--- src/rtl/rr_mux_arbiter_pkg.sv ---
// Shared types and sizes for the round-robin mux arbiter.
package rr_mux_arbiter_pkg;

    localparam int NUM_REQ = 4;
    localparam int SEL_W   = 2;

    typedef enum logic [0:0] {
        IDLE = 1'b0,
        BUSY = 1'b1
    } state_e;

    function automatic logic [NUM_REQ-1:0] onehot(input logic [SEL_W-1:0] idx);
        return NUM_REQ'(1) << idx;
    endfunction

endpackage

--- src/rtl/rr_mux_arbiter_pick.sv ---
// rr_pick: combinational search for the first set request at or after ptr, wrapping.
module rr_pick
    import rr_mux_arbiter_pkg::*;
(
    input  logic [NUM_REQ-1:0] req,
    input  logic [SEL_W-1:0]   ptr,
    output logic               found,
    output logic [SEL_W-1:0]   idx
);

    always_comb begin
        found = 1'b0;
        idx   = ptr;
        // The SEL_W-bit sum wraps 3->0 on its own.
        for (int i = 0; i < NUM_REQ; i++) begin
            if (!found && req[ptr + SEL_W'(i)]) begin
                found = 1'b1;
                idx   = ptr + SEL_W'(i);
            end
        end
    end

endmodule

--- src/rtl/rr_mux_arbiter.sv ---
// Round-robin 4:1 mux arbiter with registered grant and combinational data mux.
// Optional RR_MUX_ARBITER_LOCK_EN adds a lock input that re-grants the same lane.
module rr_mux_arbiter
    import rr_mux_arbiter_pkg::*;
#(
    parameter int WIDTH = 8
) (
    input  logic                     clk,
    input  logic                     rst,
    input  logic [NUM_REQ-1:0]       req,
    input  logic [NUM_REQ*WIDTH-1:0] in_data,
    input  logic                     out_ready,
`ifdef RR_MUX_ARBITER_LOCK_EN
    input  logic                     lock,
`endif
    output logic [SEL_W-1:0]         sel,
    output logic [NUM_REQ-1:0]       gnt,
    output logic [WIDTH-1:0]         out_data,
    output logic                     out_valid,
    output logic [NUM_REQ-1:0]       ack
);

    state_e               state_q, state_d;
    logic [SEL_W-1:0]     ptr_q, ptr_d;
    logic [SEL_W-1:0]     sel_q, sel_d;
    logic [NUM_REQ-1:0]   gnt_q, gnt_d;
    logic                 out_valid_q, out_valid_d;

    logic                 hs;
    logic                 lock_w;
    logic [SEL_W-1:0]     adv_ptr;
    logic [NUM_REQ-1:0]   pick_req;
    logic [SEL_W-1:0]     pick_ptr;
    logic                 pick_found;
    logic [SEL_W-1:0]     pick_idx;
    logic [NUM_REQ-1:0][WIDTH-1:0] lanes;

`ifdef RR_MUX_ARBITER_LOCK_EN
    assign lock_w = lock;
`else
    assign lock_w = 1'b0;
`endif

    assign hs = out_valid_q & out_ready;

    // One search serves both cases: from ptr when idle, from the post-handshake ptr when busy.
    always_comb begin
        adv_ptr  = lock_w ? sel_q : sel_q + SEL_W'(1);
        pick_req = req;
        pick_ptr = ptr_q;
        if (state_q == BUSY) begin
            pick_ptr = adv_ptr;
            pick_req = lock_w ? req : (req & ~gnt_q);
        end
    end

    rr_pick u_pick (
        .req   (pick_req),
        .ptr   (pick_ptr),
        .found (pick_found),
        .idx   (pick_idx)
    );

    always_comb begin
        state_d     = state_q;
        ptr_d       = ptr_q;
        sel_d       = sel_q;
        gnt_d       = gnt_q;
        out_valid_d = out_valid_q;
        case (state_q)
            IDLE: begin
                if (pick_found) begin
                    state_d     = BUSY;
                    sel_d       = pick_idx;
                    gnt_d       = onehot(pick_idx);
                    out_valid_d = 1'b1;
                end
            end
            BUSY: begin
                if (hs) begin
                    ptr_d = adv_ptr;
                    if (pick_found) begin
                        sel_d = pick_idx;
                        gnt_d = onehot(pick_idx);
                    end else begin
                        state_d     = IDLE;
                        gnt_d       = '0;
                        out_valid_d = 1'b0;
                    end
                end else if (!req[sel_q]) begin
                    // Requester withdrew: drop the grant without touching ptr.
                    state_d     = IDLE;
                    gnt_d       = '0;
                    out_valid_d = 1'b0;
                end
            end
            default: begin
                state_d     = IDLE;
                gnt_d       = '0;
                out_valid_d = 1'b0;
            end
        endcase
    end

    always_ff @(posedge clk or posedge rst) begin
        if (rst) begin
            state_q     <= IDLE;
            ptr_q       <= '0;
            sel_q       <= '0;
            gnt_q       <= '0;
            out_valid_q <= 1'b0;
        end else begin
            state_q     <= state_d;
            ptr_q       <= ptr_d;
            sel_q       <= sel_d;
            gnt_q       <= gnt_d;
            out_valid_q <= out_valid_d;
        end
    end

    assign lanes     = in_data;
    assign out_data  = lanes[sel_q];
    assign sel       = sel_q;
    assign gnt       = gnt_q;
    assign out_valid = out_valid_q;
    assign ack       = gnt_q & {NUM_REQ{hs}};

endmodule

--- config.mk ---
export PLATFORM = sky130hd
export DESIGN_NAME = rr_mux_arbiter
export DESIGN_NICKNAME = d
export VERILOG_FILES = /design/src/rtl/rr_mux_arbiter_pkg.sv /design/src/rtl/rr_mux_arbiter_pick.sv /design/src/rtl/rr_mux_arbiter.sv
export SDC_FILE = /design/constraint.sdc
export NUM_CORES = 1
export LEC_CHECK = 0
export CORE_AREA = 2 2 48 67
export CTS_BUF_LIST = sky130_fd_sc_hd__clkbuf_8
export DETAILED_ROUTE_END_ITERATION = 7
export DIE_AREA = 0 0 50 69
export GPL_TIMING_DRIVEN = 0
export PLACE_DENSITY_LB_ADDON = 0.12
export SLEW_MARGIN = 0
export SYNTH_ARGS = -nofsm -noshare
export SYNTH_HDL_FRONTEND = slang
export SYNTH_SLANG_ARGS = --single-unit
--- constraint.sdc ---
create_clock -name clk -period 1.4 [get_ports clk]
set_input_delay 0.14 -clock clk [delete_from_list [all_inputs] [get_ports clk]]
set_output_delay 0.14 -clock clk [all_outputs]
set_load 0.005 [all_outputs]
==> metrics.cfg, run 1 <==
[setup_path]
r2r_cells = 7
cp_top_family = AND-OR/OR-AND gates
worstSetupPathType = reg -> reg
crit_cells = 7
r2r-start = sel[0]$_DFFE_PP0P_
crit_fanout = 5
end_kind = register
critPathSlowestCell = dfrtp_1
cp-endpoint = gnt[0]$_DFFE_PP0P_
path_buffers = 2
critPathLaunchType = register
cp.required_ns = 1.52
crit_chain = buf_6 > buf_8 > xnor2_4 > a21o_1 > a211oi_4 > nor3_2 > a22o_1
max_stage_delay_ns = 0.38
r2r_end = gnt[0]$_DFFE_PP0P_
critPathLaunch = sel[0]$_DFFE_PP0P_
regToRegSetupSlack_ns = -0.32
worst-endpoint-arrival_ns = 1.84

[logic_synthesis]
synthArstFlopShare = 1.00
yosys_warnings = 0
synth_cell_type_count = 35
yosysChipArea_um2 = 922
largest_area_cell = dfrtp_1
syn_area_per_cell_um2 = 9.81
top_cell_area_share = 0.271
edf_count = 0
synth_flop_count = 10
synthFlopType = dfrtp_1
syn_area_um2 = 922
topCellsByArea = dfrtp_1 (27%), mux4_2 (22%), nand2_1 (4.5%)
ys_cells = 94
fp_nets = 133
ys_seq_frac = 0.271
netlist_instances = 94

[flow_run]
drv_cap = 0
warnings = 29

[layout]
n_fill_cell = 231
num_antenna_cells = 0
drive_gt1_frac = 0.345
nets = 208
synthToLayoutAreaGrowth_pct = 95.4

[sta]
setup_viol = 16
fin_crit_ns = 1.72
finalCritPeriodShare = 1.23
tightest_slew_ns = 0.445
setup_ws_ns = -0.321
slew_viol_final = 0
clock.fmax_mhz = 581
rsz0062_at_grt = yes
relSlewSlack = 0.703
finalHoldViolCount = 0

[outcome]
status = complete, but fails checks
violations = negative setup slack

[global_route]
grt_pass1_wl_um = 4990
grt_max_degree = 11
first_global_vias = 1080
antenna_found_initial = 0
grt_overflow = 0

[clocking]
tritoncts = yes
clockBufferDepth = 2
clock-root-buffer = clkbuf_8
hold_buffers = 0
cts_buffers = 3
clkSinkCount = 10
clk_pin_slew_ns = 0.05
cts.htree.levels = 1

[power_and_ir_drop]
ir_drop_mv = 1.18
power.switching_mw = 1.35
p_total_mw = 3.48
comb_power_share = 0.731
pwr_density_cell_mw_per_mm2 = 1930
leakagePower_nw = 0.817
p_sw_frac = 0.388
pwr-share-clk = 0.102
intPower_mw = 2.13
power_frac_seq = 0.167

[route]
first_iter_violations = 15
drc = 0
firstDrtPassIters = 4
drt-total-wl_um = 3190
drtAntennaViolNets = 0
wl_per_cell_um = 15.6
via_per_inst = 5.37
vias = 1101

[place]
gp_congestion = 0.879
port_buffers = 57
dpl.hpwl_um = 2290

[worst_hold_path]
hold_class = in -> async

[floorplanning]
die_area_mm2 = 0.00345
fp_util = 0.324
boundaryPins = 58
num_rows = 23

-- run 1: metal layers --
layer / track usage / up-vias / routed length, um
met4: 0.0710 / 0 / 93
met5: 0 / - / 0
li1: - / 514 / -
met1: 0.205 / 514 / 1190
met2: 0.327 / 67 / 1580
met3: 0.0346 / 6 / 330
-- run 1: Yosys cell counts (all sizes together), types with 2 or more instances --
| master | n |
|---|---|
| nor2 | 6 |
| a21oi | 2 |
| a21boi | 3 |
| buf | 5 |
| nand2 | 11 |
| and3 | 5 |
| inv | 3 |
| nand3 | 3 |
| a22o | 2 |
| a211oi | 3 |
| o21ai | 10 |
| dfrtp | 10 |
| nand2b | 4 |
| a31oi | 3 |
| mux4 | 9 |
-- run 1: registers in the layout (all words and copies together), names as in the netlist --
signal	cells
state_q	1
gnt	4
out_valid	1
sel	2
ptr_q	2
-- run 1: power by group through the flow --
stage	Clock (mW)	Combinational (mW)	Sequential [mW]
after CTS	0.358	2.36	0.571
after global routing	0.369	2.75	0.595
after detailed placement	0	1.97	0.570
final	0.355	2.54	0.581
after floorplan	0	1.22	0.530
after global placement	0	1.94	0.566
-- run 1: layout by cell type, fill, tap and decap left out, drive strengths merged --
cell type,n
a211o,1
a211oi,3
a21bo,1
a21boi,3
a21o,1
a21oi,2
a221oi,1
a22o,2
a31oi,3
and3,5
and4b,1
buf,24
bufbuf,1
clkbuf,6
clkdlybuf4s50,41
dfrtp,10
dlygate4sd2,4
dlymetal6s2s,3
inv,3
mux4,9
nand2,11
nand2b,4
nand3,3
nor2,6
nor2b,1
nor3,1
nor3b,1
nor4,1
o2111ai,1
o21ai,10
o21bai,1
o2bb2ai,1
o31ai,1
or2,1
xnor2,1
-- run 1: worst min path at each step --
stage,from,end,slack [ns],cells after the start
floorplan,rst,gnt[0]$_DFFE_PP0P_,-0.02,1
global placement,rst,sel[0]$_DFFE_PP0P_,0.43,2
detailed placement,rst,sel[0]$_DFFE_PP0P_,0.45,2
CTS,rst,state_q$_DFF_PP0_,0.21,2
global route,rst,gnt[2]$_DFFE_PP0P_,0.24,2
finish,rst,gnt[2]$_DFFE_PP0P_,0.19,2
-- run 1: logic make-up after synthesis --
group                     share of synthesized area
AOI/OAI and AO/OA                             0.237
xor gates and xnor gates                    0.00950
buffers and inverters                        0.0597
DFF                                           0.271
muxes                                         0.220
and+or+nand+nor                               0.202
-- run 1: timing repair --
action,4_1_cts,5_1_grt
pin swaps,6,6
cloned,1,0
resized,53,16
setup buffers,9,3
endpoints found under the setup margin,19,19
-- run 1: cell type report --
cell class                 count  area [um^2]  share of cell area
timing repair buffer          70          669               0.372
buffer                         5         61.3              0.0340
clock buffer                   4         55.1              0.0306
sequential                    10          255               0.142
inverter                       3         11.3             0.00625
multi-input combinational     76          703               0.390
tap                           37         46.3              0.0257
-- run 1: through the flow --
step                      cells  setup slack (ns)  hold slack, ns  area (um^2)  setup TNS, ns
after CTS                   202            -0.319           0.205         1730          -3.72
after detailed placement    188            -0.510           0.445         1550          -7.58
after floorplan              94           -0.0873         -0.0198          931         -0.254
after global placement      188            -0.512           0.434         1550          -7.31
after global routing        205            -0.383           0.236         1800          -4.62
final                       205            -0.321           0.189         1800          -3.60
Fig. 1: run 1, clock network drawn from the DEF
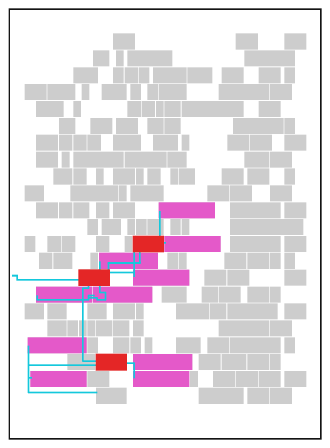
Cyan is clock wires, length 122 um. Red is clock-net drivers, count 3. Magenta is flip-flops, count 10.
There are 4 routed clock nets.
Clk. pwr: 355 uW
Layout Skew: 0.00258 ns
clk latency late pin: 0.23 ns

Fig. 2: run 1, congestion heat map
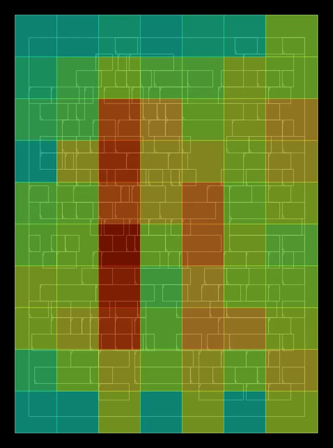
GR Util All Layers: 0.183
grt met2 use: 0.327

Fig. 3: run 1, floorplan with the power grid
Pins as bars on the die edge. Tap cells in gray.
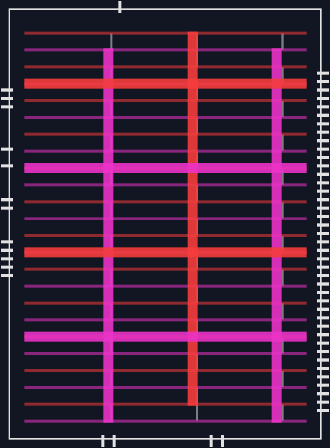
Magenta is VSS. Red is VDD.
4 straps on met5. 37 tap cells. 58 signal pins sit on the boundary.
Die X-Extent: 50 um
core area: 0.00285 mm^2

Fig. 4: run 1, cell classes on the final placement
Scale bar: 20 um.
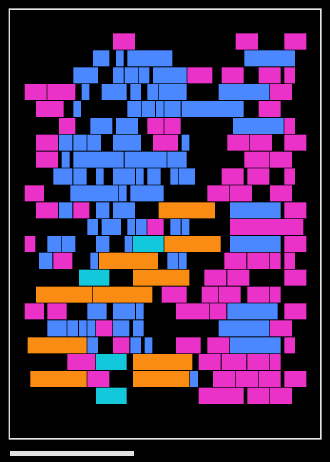
Magenta is remaining buffers and delay cells, cells 75. Orange is sequential cells, cells 10. Blue is remaining logic cells, cells 79. Cyan is clock drivers and dummy loads, cells 4.
final instance area: 0.00180 mm^2
Core Util, Final: 0.632
Seq area share: 0.142

Fig. 5: run 1, sequential cells grouped by signal name
Other sequential cells in the stronger gray, the rest of the logic in the fainter gray.
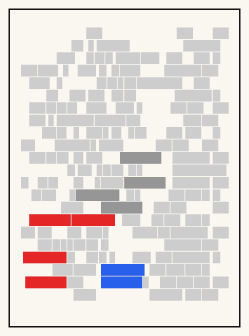

--- run 2 (diff from run 1) ---
Settings changed: CORE_AREA 2 2 48 67 to 2 2 48 68, CTS_BUF_LIST sky130_fd_sc_hd__clkbuf_8 to sky130_fd_sc_hd__clkbuf_16, DIE_AREA 0 0 50 69 to 0 0 50 70.
Fig. 6: run 2, sequential cells grouped by signal name
Other sequential cells in the stronger gray, the rest of the logic in the fainter gray.
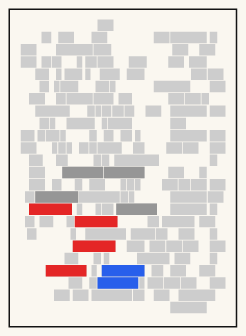
Blue is sel, flops 2. Red is gnt, flops 4.
Another 4 sequential cells are not colored.
Register Area: 256 um^2
Power Sequential: 595 uW
Seq area share: 0.145
Core Util, Final: 0.593

Fig. 7: run 2, congestion heat map
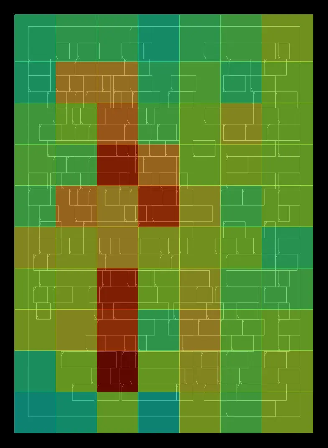
WL/cell: 15.7 um
met3 usage: 0.0534
busiest grt layer: met2
GR Util met1: 0.202
grt met2 use: 0.336

Fig. 8: run 2, floorplan with the power grid
Pins as bars on the die edge. Tap cells in gray.
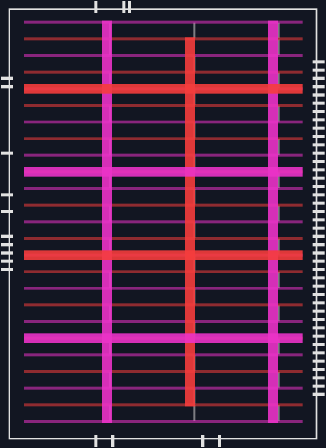
Red is VDD. Magenta is VSS.
The core has 24 rows. 39 tap cells. 3 straps on met4. 25 met1 rails follow the rows. 4 straps on met5.
worst ir drop on vdd: 1.19 mV
core area: 0.00297 mm^2

==> run 2 against run 1 <==
Against the previous run: the flow still finishes with violations (negative setup slack); critical endpoint is now gnt[1]$_DFFE_PP0P_; highest routed layer unchanged; critical path type unchanged; die size rose by 1.4%; area after synthesis did not move; maximum frequency grew 1.6%; largest power group unchanged.
==> metrics.cfg, run 2 <==
[layout]
synthToLayoutAreaGrowth_pct = 91.2
lay_top_cells = clkdlybuf4s50_1 (46), nand2_1 (11), mux4_2 (9)
drive_gt1_frac = 0.313
combGateArea_um2 = 689
layout_top_cell = clkdlybuf4s50_1
nets = 203
n_fill_cell = 267
num_antenna_cells = 0
largest_reg_flops = 4

[logic_synthesis]
syn_area_per_cell_um2 = 9.81
top_cell_area_share = 0.271
ys_top_cells_by_count = nand2_1 (11), dfrtp_1 (10), mux4_2 (9)
synthArstFlopShare = 1.00
largest_area_cell = dfrtp_1
syn_area_um2 = 922
synth_flop_count = 10
synthFlopType = dfrtp_1
yosysChipArea_um2 = 922
synth_cell_type_count = 35
ys_cells = 94
fp_nets = 133
yosys_warnings = 0
synth.most_common_cell = nand2_1
ys_seq_frac = 0.271
netlist_instances = 94
topCellsByArea = dfrtp_1 (27%), mux4_2 (22%), nand2_1 (4.5%)
edf_count = 0

[floorplanning]
die_area_mm2 = 0.00350
num_rows = 24
die_h_um = 70
fp_util = 0.310
die_x_um = 50
boundaryPins = 58

[sta]
finalCritPeriodShare = 1.21
fin_crit_ns = 1.69
rsz0062_at_grt = yes
fin_skew_ns = 0.00210
setup_ws_ns = -0.295
timing.hold.ws_ns = 0.185
slew_viol_final = 0
clock.fmax_mhz = 590
tightest_slew_ns = 0.436
relSlewSlack = 0.709
setup_viol = 18
finalHoldViolCount = 0

[setup_path]
cp_top_family = multiplexers
r2r_end = gnt[1]$_DFFE_PP0P_
path_buffers = 2
critPathLaunchType = register
r2r-start = sel[0]$_DFFE_PP0P_
cp.required_ns = 1.52
worstSetupPathType = reg -> reg
worst-endpoint-arrival_ns = 1.81
critPathSlowestCell = mux4_2
regToRegSetupSlack_ns = -0.29
crit_cells = 6
crit_fanout = 5
crit_chain = buf_6 > buf_8 > mux4_2 > nand3_4 > o31ai_4 > a22o_1
max_stage_delay_ns = 0.55
end_kind = register
r2r_cells = 6

[power_and_ir_drop]
pwr_density_cell_mw_per_mm2 = 1950
leakagePower_nw = 0.729

[route]
firstDrtPassIters = 4
via_per_inst = 5.40
vias = 1091
drtAntennaViolNets = 0
drt-total-wl_um = 3170
first_iter_violations = 14
drc = 0

[flow_run]
warnings = 29
drv_cap = 0

[global_route]
antenna_found_initial = 0
first_global_vias = 1096
grt_max_degree = 11
grt_overflow = 0
grt_usage = 0.183
grt_pass1_wl_um = 5000

[clocking]
cts_buffers = 3
clkSinkCount = 10
clkLatencyLatePin_ns = 0.23
clockBufferDepth = 2
cts.htree.levels = 1
clk_pin_slew_ns = 0.04
tritoncts = yes
hold_buffers = 0
clock-root-buffer = clkbuf_16

[place]
gp_congestion = 0.821
dpl.hpwl_um = 2430
port_buffers = 57

[outcome]
status = complete, but fails checks
violations = negative setup slack

[worst_hold_path]
hold_class = in -> async

## run 2: cell counts after synthesis
No cell type changed its count.
## run 2: worst register-to-register path: stages, from the launching register on
cell     delay, ns
dfrtp_1       0.35
buf_6         0.12
buf_8         0.12
mux4_2        0.55
nand3_4       0.10
o31ai_4       0.09
a22o_1        0.23
## run 2: where the power goes
group | total [mW] | switching, mW | internal (mW)
clock | 0.501 | 0.127 | 0.374
combinational | 2.35 | 1.03 | 1.32
sequential | 0.595 | 0.166 | 0.428
## run 2: metal layers
layer  global-route usage  up-vias  wire length [um]
met1                0.202      517              1110
met4               0.0370        0                34
met5                    0        -                 0
li1                     -      505                 -
met3               0.0534        6               349
met2                0.336       63              1680
## run 2: kinds of logic (layout without fill, tap and decap cells)
kind of cell	after synthesis	in the layout	synth area share
compound gates	31	31	0.237
buf+inv	8	77	0.0597
flops	10	10	0.271
simple gates	35	35	0.202
mux	9	9	0.220
xor+xnor	1	1	0.00950
## run 2: how the worst max path moves through the flow
stage                             from                 end  slack (ns)
CTS                 sel[0]$_DFFE_PP0P_  gnt[1]$_DFFE_PP0P_       -0.31
finish              sel[0]$_DFFE_PP0P_  gnt[1]$_DFFE_PP0P_       -0.29
floorplan           sel[0]$_DFFE_PP0P_  gnt[0]$_DFFE_PP0P_       -0.09
global route        sel[0]$_DFFE_PP0P_  gnt[0]$_DFFE_PP0P_       -0.38
detailed placement  sel[0]$_DFFE_PP0P_         out_data[7]       -0.54
global placement    sel[0]$_DFFE_PP0P_         out_data[5]       -0.53
## run 2: area by class of cell
| class | count | area share |
|---|---|---|
| Buffer | 5 | 0.0348 |
| Clock buffer | 3 | 0.0426 |
| Clock inverter | 1 | 0.00213 |
| Inverter | 3 | 0.00639 |
| Multi-Input combinational cell | 76 | 0.391 |
| Sequential cell | 10 | 0.145 |
| Tap cell | 39 | 0.0277 |
| Timing Repair Buffer | 65 | 0.350 |
## run 2: timing repair
action | 4_1_cts | 5_1_grt
setup buffers | 6 | 2
gates resized | 48 | 11
pin swaps | 7 | 4
setup endpoints to repair | 19 | 18
gates cloned | 1 | 0
## run 2: per-stage QoR
| stage | setup slack, ns | std cells | total power, mW | cell area, um^2 | TNS, ns |
|---|---|---|---|---|---|
| detailed placement | -0.543 | 190 | 2.55 | 1550 | -8.03 |
| finish | -0.295 | 202 | 3.44 | 1760 | -3.51 |
| CTS | -0.306 | 201 | 3.41 | 1740 | -3.76 |
| global route | -0.375 | 202 | 3.69 | 1760 | -4.76 |
| global placement | -0.529 | 190 | 2.52 | 1550 | -7.62 |
| floorplan | -0.0873 | 94 | 1.75 | 931 | -0.254 |
No activity file was given, so power comes from the tool's default toggle rates.
